**config.mk**
```make
export PLATFORM = sky130hd
export DESIGN_NAME = muldiv_unit
export DESIGN_NICKNAME = d
export VERILOG_FILES = /design/src/rtl/muldiv_unit.sv
export SDC_FILE = /design/constraint.sdc
export NUM_CORES = 1
export LEC_CHECK = 0
export CAP_MARGIN = 20
export CORE_MARGIN = 10
export CORE_UTILIZATION = 31
export CTS_CLUSTER_DIAMETER = 50
export CTS_CLUSTER_SIZE = 16
export DETAILED_ROUTE_END_ITERATION = 16
export GPL_TIMING_DRIVEN = 0
export PLACE_DENSITY_LB_ADDON = 0.05
export RECOVER_POWER = 100
export SKIP_CTS_REPAIR_TIMING = 1
export SLEW_MARGIN = 0
export SYNTH_ARGS = -nofsm -noshare
export SYNTH_HDL_FRONTEND = slang
export SYNTH_SLANG_ARGS = --single-unit
export TNS_END_PERCENT = 30
```
**constraint.sdc**
```tcl
create_clock -name clk -period 3.57 [get_ports clk]
set_input_delay 0.714 -clock clk [delete_from_list [all_inputs] [get_ports clk]]
set_output_delay 0.714 -clock clk [all_outputs]
set_load 0.03 [all_outputs]
```
**src/rtl/muldiv_unit.sv**
```systemverilog
// Multi-cycle integer multiply/divide unit: one shift-add or restoring-subtract
// step per cycle on operand magnitudes, sign fix-up in a final cycle.
module muldiv_unit #(
    parameter int WIDTH = 16,
    parameter int CNT_W = $clog2(WIDTH + 1)
) (
    input  logic             clk,
    input  logic             reset,
    input  logic             start,
    input  logic [1:0]       op,
    input  logic [WIDTH-1:0] opA,
    input  logic [WIDTH-1:0] opB,
    output logic             ready,
    output logic             done,
    output logic             div0,
    output logic [WIDTH-1:0] hi_bits,
    output logic [WIDTH-1:0] lo_bits
);

    localparam logic [1:0] S_IDLE = 2'd0;
    localparam logic [1:0] S_CALC = 2'd1;
    localparam logic [1:0] S_FIX  = 2'd2;

    function automatic logic [WIDTH-1:0] neg_w(input logic [WIDTH-1:0] v);
        return ~v + WIDTH'(1);
    endfunction

    function automatic logic [2*WIDTH-1:0] neg_2w(input logic [2*WIDTH-1:0] v);
        return ~v + (2*WIDTH)'(1);
    endfunction

    function automatic logic [WIDTH-1:0] mag_w(input logic [WIDTH-1:0] v, input logic is_neg);
        return is_neg ? neg_w(v) : v;
    endfunction

    // Control state (reset)
    logic [1:0]       state_q, state_d;
    logic [CNT_W-1:0] cnt_q, cnt_d;
    logic             done_q, done_d;
    logic             div0_q, div0_d;
    logic [WIDTH-1:0] hi_q, hi_d;
    logic [WIDTH-1:0] lo_q, lo_d;

    // Datapath state (no reset; always loaded on an accepted start)
    logic [1:0]       op_q, op_d;
    logic             a_neg_q, a_neg_d;
    logic             b_neg_q, b_neg_d;
    logic             b_zero_q, b_zero_d;
    logic [WIDTH-1:0] opa_q, opa_d;
    logic [WIDTH-1:0] mcand_q, mcand_d;
    logic [WIDTH-1:0] work_hi_q, work_hi_d;
    logic [WIDTH-1:0] work_lo_q, work_lo_d;

    logic [WIDTH:0]     mul_sum;
    logic [WIDTH:0]     div_shift;
    logic [WIDTH:0]     div_diff;
    logic [2*WIDTH-1:0] prod;
    logic [WIDTH-1:0]   quo;
    logic [WIDTH-1:0]   rem;

    // Mul: work_hi holds the running upper product, work_lo the shifting multiplier.
    // Div: work_hi holds the partial remainder, work_lo the dividend shifting into quotient.
    always_comb begin
        mul_sum   = {1'b0, work_hi_q} + {1'b0, (work_lo_q[0] ? mcand_q : '0)};
        div_shift = {work_hi_q, work_lo_q[WIDTH-1]};
        div_diff  = div_shift - {1'b0, mcand_q};
        prod      = {work_hi_q, work_lo_q};
        if (a_neg_q ^ b_neg_q) begin
            prod = neg_2w(prod);
        end
        quo = (a_neg_q ^ b_neg_q) ? neg_w(work_lo_q) : work_lo_q;
        rem = a_neg_q ? neg_w(work_hi_q) : work_hi_q;
    end

    always_comb begin
        state_d   = state_q;
        cnt_d     = cnt_q;
        done_d    = 1'b0;
        div0_d    = div0_q;
        hi_d      = hi_q;
        lo_d      = lo_q;
        op_d      = op_q;
        a_neg_d   = a_neg_q;
        b_neg_d   = b_neg_q;
        b_zero_d  = b_zero_q;
        opa_d     = opa_q;
        mcand_d   = mcand_q;
        work_hi_d = work_hi_q;
        work_lo_d = work_lo_q;

        case (state_q)
            S_IDLE: begin
                if (start) begin
                    op_d      = op;
                    a_neg_d   = op[0] & opA[WIDTH-1];
                    b_neg_d   = op[0] & opB[WIDTH-1];
                    b_zero_d  = (opB == '0);
                    opa_d     = opA;
                    mcand_d   = mag_w(opB, op[0] & opB[WIDTH-1]);
                    work_hi_d = '0;
                    work_lo_d = mag_w(opA, op[0] & opA[WIDTH-1]);
                    cnt_d     = CNT_W'(WIDTH);
                    state_d   = S_CALC;
                end
            end
            S_CALC: begin
                if (!op_q[1]) begin
                    work_hi_d = mul_sum[WIDTH:1];
                    work_lo_d = {mul_sum[0], work_lo_q[WIDTH-1:1]};
                end else begin
                    work_hi_d = div_diff[WIDTH] ? div_shift[WIDTH-1:0] : div_diff[WIDTH-1:0];
                    work_lo_d = {work_lo_q[WIDTH-2:0], ~div_diff[WIDTH]};
                end
                cnt_d = cnt_q - CNT_W'(1);
                if (cnt_q == CNT_W'(1)) begin
                    state_d = S_FIX;
                end
            end
            S_FIX: begin
                done_d  = 1'b1;
                div0_d  = op_q[1] & b_zero_q;
                state_d = S_IDLE;
                if (!op_q[1]) begin
                    hi_d = prod[2*WIDTH-1:WIDTH];
                    lo_d = prod[WIDTH-1:0];
                end else if (b_zero_q) begin
                    hi_d = opa_q;
                    lo_d = '1;
                end else begin
                    hi_d = rem;
                    lo_d = quo;
                end
            end
            default: begin
                state_d = S_IDLE;
            end
        endcase
    end

    always_ff @(posedge clk) begin
        if (reset) begin
            state_q <= S_IDLE;
            cnt_q   <= '0;
            done_q  <= 1'b0;
            div0_q  <= 1'b0;
            hi_q    <= '0;
            lo_q    <= '0;
        end else begin
            state_q <= state_d;
            cnt_q   <= cnt_d;
            done_q  <= done_d;
            div0_q  <= div0_d;
            hi_q    <= hi_d;
            lo_q    <= lo_d;
        end
    end

    always_ff @(posedge clk) begin
        op_q      <= op_d;
        a_neg_q   <= a_neg_d;
        b_neg_q   <= b_neg_d;
        b_zero_q  <= b_zero_d;
        opa_q     <= opa_d;
        mcand_q   <= mcand_d;
        work_hi_q <= work_hi_d;
        work_lo_q <= work_lo_d;
    end

    assign ready   = (state_q == S_IDLE);
    assign done    = done_q;
    assign div0    = div0_q;
    assign hi_bits = hi_q;
    assign lo_bits = lo_q;

endmodule

```
util_map.png
Drawn at 2 px/um. 18 x 18 tiles, from white (low) to dark blue (high), 0 to 100% covered.
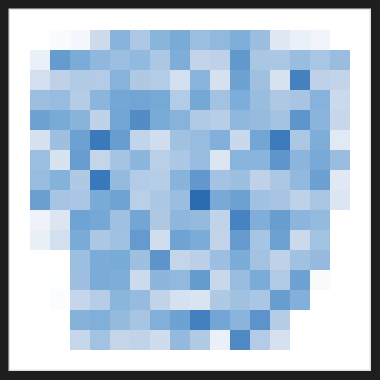
densest ninth of the die: center
nearly empty tiles: 28%
mean over tiles: 28%
tiles over 75% full: 0.30%

sizing.png
Drawn at 2 px/um.
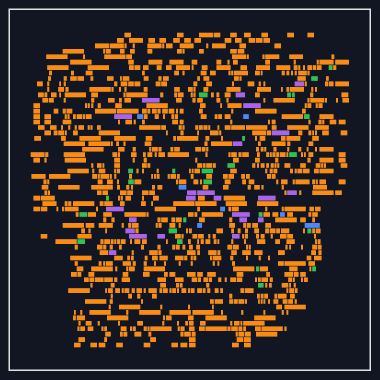
[x3 and x4] blue | cells: 7
[x2] green | cells: 25
[x6 and larger] purple | cells: 23
[x1 and smaller] orange | cells: 925

clock_nets.png
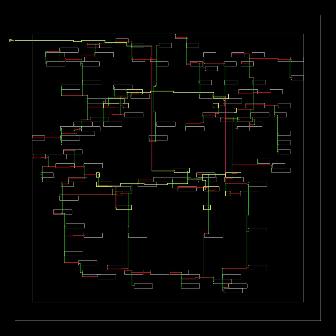
number of clock buffers inserted by TritonCTS: 9
clock tree buffer count of the final layout: 10

floorplan.png
Drawn at 2 px/um. Pins as bars on the die edge. Tap cells in gray.
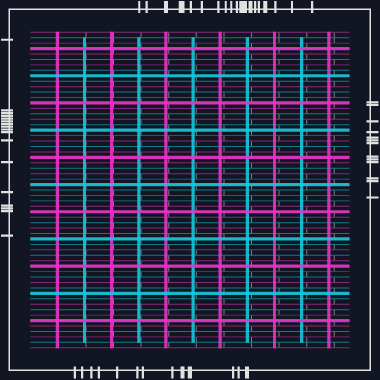
[VDD] cyan
[VSS] magenta
tap cells: 330
met5 straps: 11
Die Y: 180 um
Die W: 180 um

layers.png
Drawn at 3 px/um.
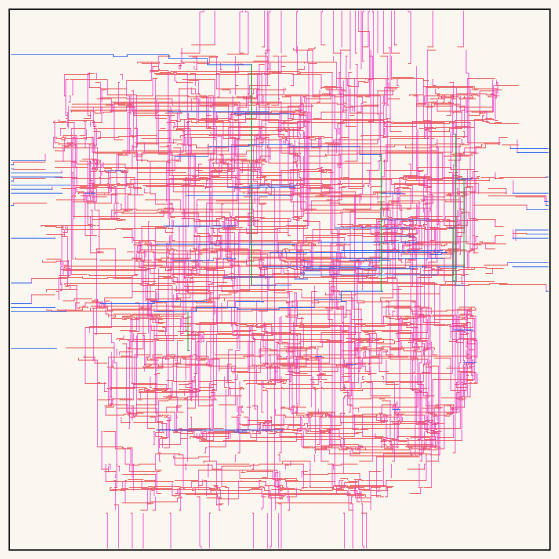
[M1] red | wire length: 13200 um
[M4] green | wire length: 229 um
[M2] magenta | wire length: 11400 um
[M3] blue | wire length: 1260 um
average detailed-routed wire length per instance: 19.9 um
Tot GR Track Use: 0.158
via count: 6873

power by group through the flow:
stage                     clock network [mW]  logic [mW]  registers, mW
final                                   1.03        1.57           1.61
after floorplan                            0        1.12           1.59
after CTS                               1.05        1.57           1.61
after detailed placement                   0        1.56           1.64
after global placement                     0        1.55           1.64
after global routing                    1.11        1.75           1.63
logic make-up after synthesis:
family,Yosys count,synth area share
AOI/OAI and AO/OA,266,0.217
xor gates and xnor gates,83,0.0919
adders and majority gates,40,0.0651
buffers and inverters,84,0.0547
DFF,109,0.362
muxes,32,0.0411
and+or+nand+nor,274,0.168
layer usage:
| metal | GRT usage | vias up | share of wire |
|---|---|---|---|
| met3 | 0.0293 | 13 | 0.048 |
| met4 | 0.0251 | 0 | 0.0088 |
| met1 | 0.226 | 3281 | 0.51 |
| met2 | 0.243 | 140 | 0.44 |
| li1 | - | 3439 | - |
| met5 | 0 | - | 0 |
per-stage QoR:
| stage | worst slack (ns) | instances | TNS, ns |
|---|---|---|---|
| 6_report | 0.220 | 1310 | 0 |
| 5_1_grt | 0.0331 | 1310 | 0 |
| 4_1_cts | -0.112 | 1307 | -0.345 |
| 3_5_place_dp | -0.0945 | 1291 | -0.201 |
| 3_3_place_gp | -0.122 | 1289 | -0.316 |
| 2_1_floorplan | 0.769 | 888 | 0 |
layout by cell type, fill, tap and decap left out, types with 27 or more instances in the layout:
| cell type | n |
|---|---|
| sky130_fd_sc_hd__a211oi_1 | 27 |
| sky130_fd_sc_hd__mux2i_1 | 28 |
| sky130_fd_sc_hd__edfxtp_1 | 68 |
| sky130_fd_sc_hd__o21ai_0 | 62 |
| sky130_fd_sc_hd__nand2_1 | 71 |
| sky130_fd_sc_hd__nor2_1 | 96 |
| sky130_fd_sc_hd__dlygate4sd3_1 | 57 |
| sky130_fd_sc_hd__clkbuf_1 | 29 |
| sky130_fd_sc_hd__a21oi_1 | 77 |
| sky130_fd_sc_hd__xnor2_1 | 49 |
| sky130_fd_sc_hd__ha_1 | 38 |
| sky130_fd_sc_hd__xor2_1 | 34 |
| sky130_fd_sc_hd__inv_1 | 36 |
| sky130_fd_sc_hd__dfxtp_1 | 41 |
cell usage after synthesis (all sizes together) (5+ instances only):
cell type,number
edfxtp,68
o21a,6
a21oi,77
o21ai,63
o41ai,11
a31oi,8
o211ai,15
a211o,5
nand2,72
nand3,16
nor2b,11
ha,38
nor4,6
or4,5
mux2i,28
buf,10
a21o,8
o31ai,16
or3,11
a311oi,5
nor3,14
xnor2,49
clkbuf,34
inv,36
xor2,34
nand2b,11
a211oi,27
dfxtp,41
nor2,96
worst min-delay path, stage by stage (launching register included):
cell                      delay, ns
sky130_fd_sc_hd__dfxtp_1       0.32
sky130_fd_sc_hd__nand2_1       0.05
sky130_fd_sc_hd__a21oi_1       0.05
worst max-delay path by stage:
stage                               end  cells past startpoint           from
after floorplan           work_hi_q[14]                      8  work_hi_q[12]
after global placement    work_hi_q[14]                     11  work_lo_q[15]
after detailed placement  work_hi_q[14]                     11  work_lo_q[15]
after CTS                 work_hi_q[14]                     11  work_lo_q[15]
after global routing        hi_bits[10]                     10   work_lo_q[0]
final                       hi_bits[10]                     10   work_lo_q[0]
==> results.txt <==
Physical implementation

The run finished with clean final reports. From synthesis to final layout, the design area changed by 18.0%. The routed design shows a via density per instance of 5.25.

The dominant register cell in the synthesized netlist is sky130_fd_sc_hd__edfxtp_1. The number of signal-net buffers in the layout is 120. The share of final-layout standard cells stronger than drive strength 1 is 0.0561. The gate count of the mapped netlist is 888.

The power report attributes to the clock group a share of 0.244. The number of sequential cells reported for the layout is 109. The number of multi-input combinational cells in the layout is 695. After synthesis the cells add up to 7910 um^2. The worst setup slack for register-to-register paths is 0.22 ns.

For this design, the slowest cell found on the critical path is sky130_fd_sc_hd__edfxtp_1. STA puts the critical path data required time at 3.81 ns. The final count of pins violating max slew is 0. The destination of the worst hold path is div0.

TritonCTS built the clock tree. The main area contributors are sky130_fd_sc_hd__edfxtp_1, sky130_fd_sc_hd__dfxtp_1, sky130_fd_sc_hd__ha_1, sky130_fd_sc_hd__xnor2_1, sky130_fd_sc_hd__a21oi_1. The initial core utilization is 0.314.

The power report puts the leakage power at 3.52 nW. The root buffer cell chosen for the clock tree is sky130_fd_sc_hd__clkbuf_16. The via count of the first global-routing pass is 6761. Measured on the final layout, the clock distribution area share stands at 0.0303.

The flow inserted 330 tap cells. The worst register-to-register path has a depth of 10. The endpoint type of the worst setup path is a flop.
Power and IR drop assume default switching activity.
